## config.mk

```make
export PLATFORM = sky130hd
export DESIGN_NAME = pc_sequencer_flat
export DESIGN_NICKNAME = d
export VERILOG_FILES = /design/src/rtl/pc_sequencer_pkg.sv /design/src/rtl/pc_sequencer_if.sv /design/src/rtl/pc_target_calc.sv /design/src/rtl/pc_sequencer.sv /design/src/flat_wrapper.sv
export SDC_FILE = /design/constraint.sdc
export NUM_CORES = 1
export LEC_CHECK = 0
export CORE_AREA = 2 2 107 151
export DETAILED_ROUTE_END_ITERATION = 16
export DIE_AREA = 0 0 109 153
export PLACE_DENSITY = 0.85
export RECOVER_POWER = 100
export REMOVE_ABC_BUFFERS = 1
export SLEW_MARGIN = 25
export SYNTH_ARGS = -nofsm -noshare
export SYNTH_HDL_FRONTEND = slang
export SYNTH_SLANG_ARGS = --single-unit
```

## constraint.sdc

```tcl
create_clock -name clk -period 6.5 [get_ports clk]
set_input_delay 1.3 -clock clk [delete_from_list [all_inputs] [get_ports clk]]
set_output_delay 1.3 -clock clk [all_outputs]
set_load 0.02 [all_outputs]
```

## src/rtl/pc_sequencer_pkg.sv

```systemverilog
// Shared widths, reset PC and FSM state encoding for the PC/fetch sequencer.
package pc_sequencer_pkg;

   localparam int unsigned PC_W  = 32;
   localparam int unsigned OFF_W = 26;

   localparam logic [PC_W-1:0] RESET_PC = '0;

   typedef enum logic {
      S_FETCH = 1'b0,
      S_DRAIN = 1'b1
   } state_e;

endpackage

```

## src/rtl/pc_sequencer_if.sv

```systemverilog
// Instruction-memory fetch handshake between the sequencer and instruction memory.
interface pc_sequencer_if;
   import pc_sequencer_pkg::*;

   logic            imem_req;
   logic [PC_W-1:0] imem_addr;
   logic            imem_rdy;

   modport master (output imem_req, output imem_addr, input imem_rdy);
   modport slave  (input imem_req, input imem_addr, output imem_rdy);

endinterface

```

## src/rtl/pc_target_calc.sv

```systemverilog
// Redirect target: absolute zero-extended offset, or br_pc + 1 + sign-extended offset (wrapping).
module pc_target_calc
   import pc_sequencer_pkg::*;
(
   input  logic [OFF_W-1:0] offset,
   input  logic             abs_tgt,
   input  logic [PC_W-1:0]  br_pc,
   output logic [PC_W-1:0]  target_c
);

   localparam int unsigned EXT_W = PC_W - OFF_W;

   logic [PC_W-1:0] off_zx;
   logic [PC_W-1:0] off_sx;

   // Extend the offset both ways and select the redirect target.
   always_comb begin
      off_zx   = {{EXT_W{1'b0}}, offset};
      off_sx   = {{EXT_W{offset[OFF_W-1]}}, offset};
      target_c = abs_tgt ? off_zx : (br_pc + PC_W'(1) + off_sx);
   end

endmodule

```

## src/rtl/pc_sequencer.sv

```systemverilog
// Program-counter and instruction-fetch sequencer with redirect squash and call link output.
// pc doubles as the fetch address; while draining a wrong-path request the redirect target
// waits in pend so the held address stays stable until memory accepts it.
module pc_sequencer
   import pc_sequencer_pkg::*;
(
   input  logic             clk,
   input  logic             rst,
   input  logic             stall,
   input  logic             branch,
   input  logic [OFF_W-1:0] offset,
   input  logic             abs_tgt,
   input  logic             is_call,
   input  logic [PC_W-1:0]  br_pc,
   pc_sequencer_if.master   imem,
   output logic             instr_valid,
   output logic [PC_W-1:0]  instr_pc,
   output logic             link_we,
   output logic [PC_W-1:0]  link_pc
);

   state_e          state;
   state_e          state_nxt;
   logic [PC_W-1:0] pc;
   logic [PC_W-1:0] pend;
   logic            outst;
   logic            req_c;
   logic            fire_c;
   logic [PC_W-1:0] target_c;

   pc_target_calc u_target (
      .offset   (offset),
      .abs_tgt  (abs_tgt),
      .br_pc    (br_pc),
      .target_c (target_c)
   );

   // State register.
   always_ff @(posedge clk) begin
      if (rst) state <= S_FETCH;
      else     state <= state_nxt;
   end

   // Next state: drain when redirected with an unaccepted request; leave drain on acceptance.
   always_comb begin
      state_nxt = state;
      unique case (state)
         S_FETCH: if (branch && req_c && !imem.imem_rdy) state_nxt = S_DRAIN;
         S_DRAIN: if (imem.imem_rdy)                     state_nxt = S_FETCH;
         default: state_nxt = S_FETCH;
      endcase
   end

   // Fetch request: a raised request holds until accepted; new requests wait for !stall.
   always_comb begin
      req_c = 1'b0;
      unique case (state)
         S_FETCH: req_c = outst || !stall;
         S_DRAIN: req_c = 1'b1;
         default: req_c = 1'b0;
      endcase
      if (rst) req_c = 1'b0;
   end

   assign fire_c         = req_c && imem.imem_rdy;
   assign imem.imem_req  = req_c;
   assign imem.imem_addr = pc;

   // PC, pending target, outstanding flag and registered instruction/link outputs.
   always_ff @(posedge clk) begin
      if (rst) begin
         pc          <= RESET_PC;
         pend        <= RESET_PC;
         outst       <= 1'b0;
         instr_valid <= 1'b0;
         instr_pc    <= '0;
         link_we     <= 1'b0;
         link_pc     <= '0;
      end else begin
         instr_valid <= 1'b0;
         link_we     <= branch && is_call;
         if (branch && is_call) link_pc <= br_pc + PC_W'(1);
         unique case (state)
            S_FETCH: begin
               if (branch) begin
                  if (req_c && !imem.imem_rdy) begin
                     pend  <= target_c;
                     outst <= 1'b1;
                  end else begin
                     pc    <= target_c;
                     outst <= 1'b0;
                  end
               end else if (fire_c) begin
                  instr_valid <= 1'b1;
                  instr_pc    <= pc;
                  pc          <= pc + PC_W'(1);
                  outst       <= 1'b0;
               end else begin
                  outst <= req_c;
               end
            end
            S_DRAIN: begin
               if (imem.imem_rdy) begin
                  pc    <= branch ? target_c : pend;
                  outst <= 1'b0;
               end else if (branch) begin
                  pend <= target_c;
               end
            end
            default: outst <= 1'b0;
         endcase
      end
   end

endmodule

```

## src/flat_wrapper.sv

```systemverilog
// flat-port wrapper written by rule: the top's interface ports become plain ports
module pc_sequencer_flat import pc_sequencer_pkg::*;
  (clk, rst, stall, branch, offset, abs_tgt, is_call, br_pc, instr_valid, instr_pc, link_we, link_pc, imem_imem_req, imem_imem_addr, imem_imem_rdy);
  pc_sequencer_if imem_i ();
  input  logic clk;
  input  logic rst;
  input  logic stall;
  input  logic branch;
  input  logic [OFF_W-1:0] offset;
  input  logic abs_tgt;
  input  logic is_call;
  input  logic [PC_W-1:0] br_pc;
  output logic instr_valid;
  output logic [PC_W-1:0] instr_pc;
  output logic link_we;
  output logic [PC_W-1:0] link_pc;
  output wire logic [$bits(imem_i.imem_req)-1:0] imem_imem_req;
  output wire logic [$bits(imem_i.imem_addr)-1:0] imem_imem_addr;
  input wire logic [$bits(imem_i.imem_rdy)-1:0] imem_imem_rdy;
  assign imem_imem_req = imem_i.imem_req;
  assign imem_imem_addr = imem_i.imem_addr;
  assign imem_i.imem_rdy = imem_imem_rdy;
  pc_sequencer u_core (.clk(clk), .rst(rst), .stall(stall), .branch(branch), .offset(offset), .abs_tgt(abs_tgt), .is_call(is_call), .br_pc(br_pc), .imem(imem_i), .instr_valid(instr_valid), .instr_pc(instr_pc), .link_we(link_we), .link_pc(link_pc));
endmodule
```

logic_types.png
Scale bar: 20 um.
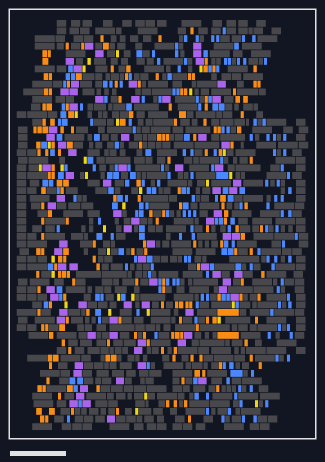
legend:
  blue:
    family: nand cells
    cells: 223
    where: all over the die
  yellow:
    family: inv cells
    cells: 31
  orange:
    family: nor cells
    cells: 199
    where: all over the die
  purple:
    family: xor and xnor cells
    cells: 80
Non-Filler Instances: 1453
top logic cell by instance count in the layout: nand2_1
Comb/total area: 0.508

==> summary.txt <==
flow finished, numbers: status complete, but fails checks, failing checks capacitance limit, slew limit, combinational group power ~0.00059 W, clock network power share 0.398, Flop area ~2600 um^2, post-route minimum period approximately 5.5 ns, Top cells excl fill/tap nand2_1 (156), nor2_1 (148), dfxtp_1 (131), final wirelength ~24000 um, FF-to-FF path depth 8, antenna violations before repair 0, Post-synth EDFFs 0, cts-stage hold buffer count 0, Max-Cap Viols 4, die height between 150 and 200 um, largest net degree at the start of global routing just over 80, Top Metal Used met4, final antenna-violating net count 0, Net Switching between 0.0007 and 0.0008 W, I/O pins 164, vias per inst approximately 6, TNS Setup 0 ns, detailed-router iteration count before antenna repair 5, number of synthesized register bits between 100 and 150, clock latency on the worst-skew pair between 0.4 and 0.5 ns, Cell Int Power 0.00169 W, Peak Freq about 180 MHz, Final Slew Violations ~170, Largest type area fraction 0.308, WHS Path Cells 2, HPWL after detailed placement roughly 17000 um, area leader, netlist dfxtp_1, Worst slew margin -0.856, ant diodes 0, DP Worst Slack around 1.0 ns, CP endpoint kind flop, Root Driver clkbuf_16, syn avg cell area about 7.6 um^2, GRT met3 Usage 0.0345, Critical R2R Capture u_core.pend[29]$_SDFFE_PP0P_, pwr dens approximately 230 nW/um^2, register area share after synthesis 0.308, Final Cycle Share 0.844
sizes.png
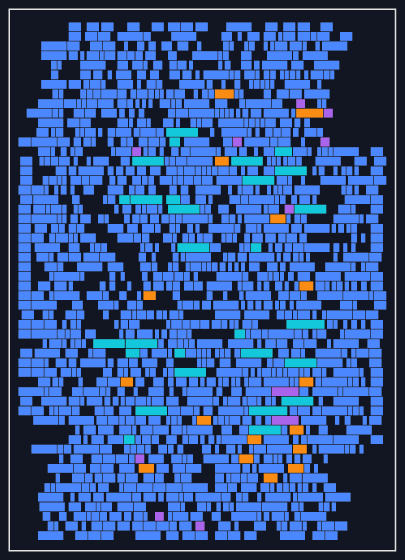
legend:
  cyan:
    size: _6 and larger
    cells: 28
    share: 2.2%
  orange:
    size: _2 cells
    cells: 16
    share: 1.3%
  blue:
    size: _0 and _1 cells
    cells: 1202
    share: 96%
  purple:
    size: _3 and _4 cells
    cells: 11
    share: 0.88%
Synth-to-Final Area Change: 24.9%
Non-Clock Buffer Count: 170

cells by family after synthesis:
group / synth area share
buf+inv: 0.0480
flops: 0.308
compound gates: 0.217
xor+xnor: 0.0816
simple gates: 0.243
mux: 0.0493
fa+ha+maj: 0.0534
worst max-delay path, cell delays in order:
cell and delay [ns]:
dlygate4sd3_1 0.60, ha_1 0.21, and2_0 0.21, nand4_1 0.30, nor2_1 0.21, xor2_1 0.11, ha_1 0.39, nand4_1 0.16
or4_1 0.56, nand3_1 0.19, a41oi_1 0.30, o41ai_1 0.72, mux2i_1 0.32, a311oi_1 0.12
cell type report:
cell class	count	share of cell area
multi-input cells	892	0.508
flip-flops and latches	132	0.247
repair buffers	170	0.156
clock buffers	18	0.0410
well taps	196	0.0229
clock inverters	14	0.0154
inverters	31	0.0109
Power and IR drop assume default switching activity.
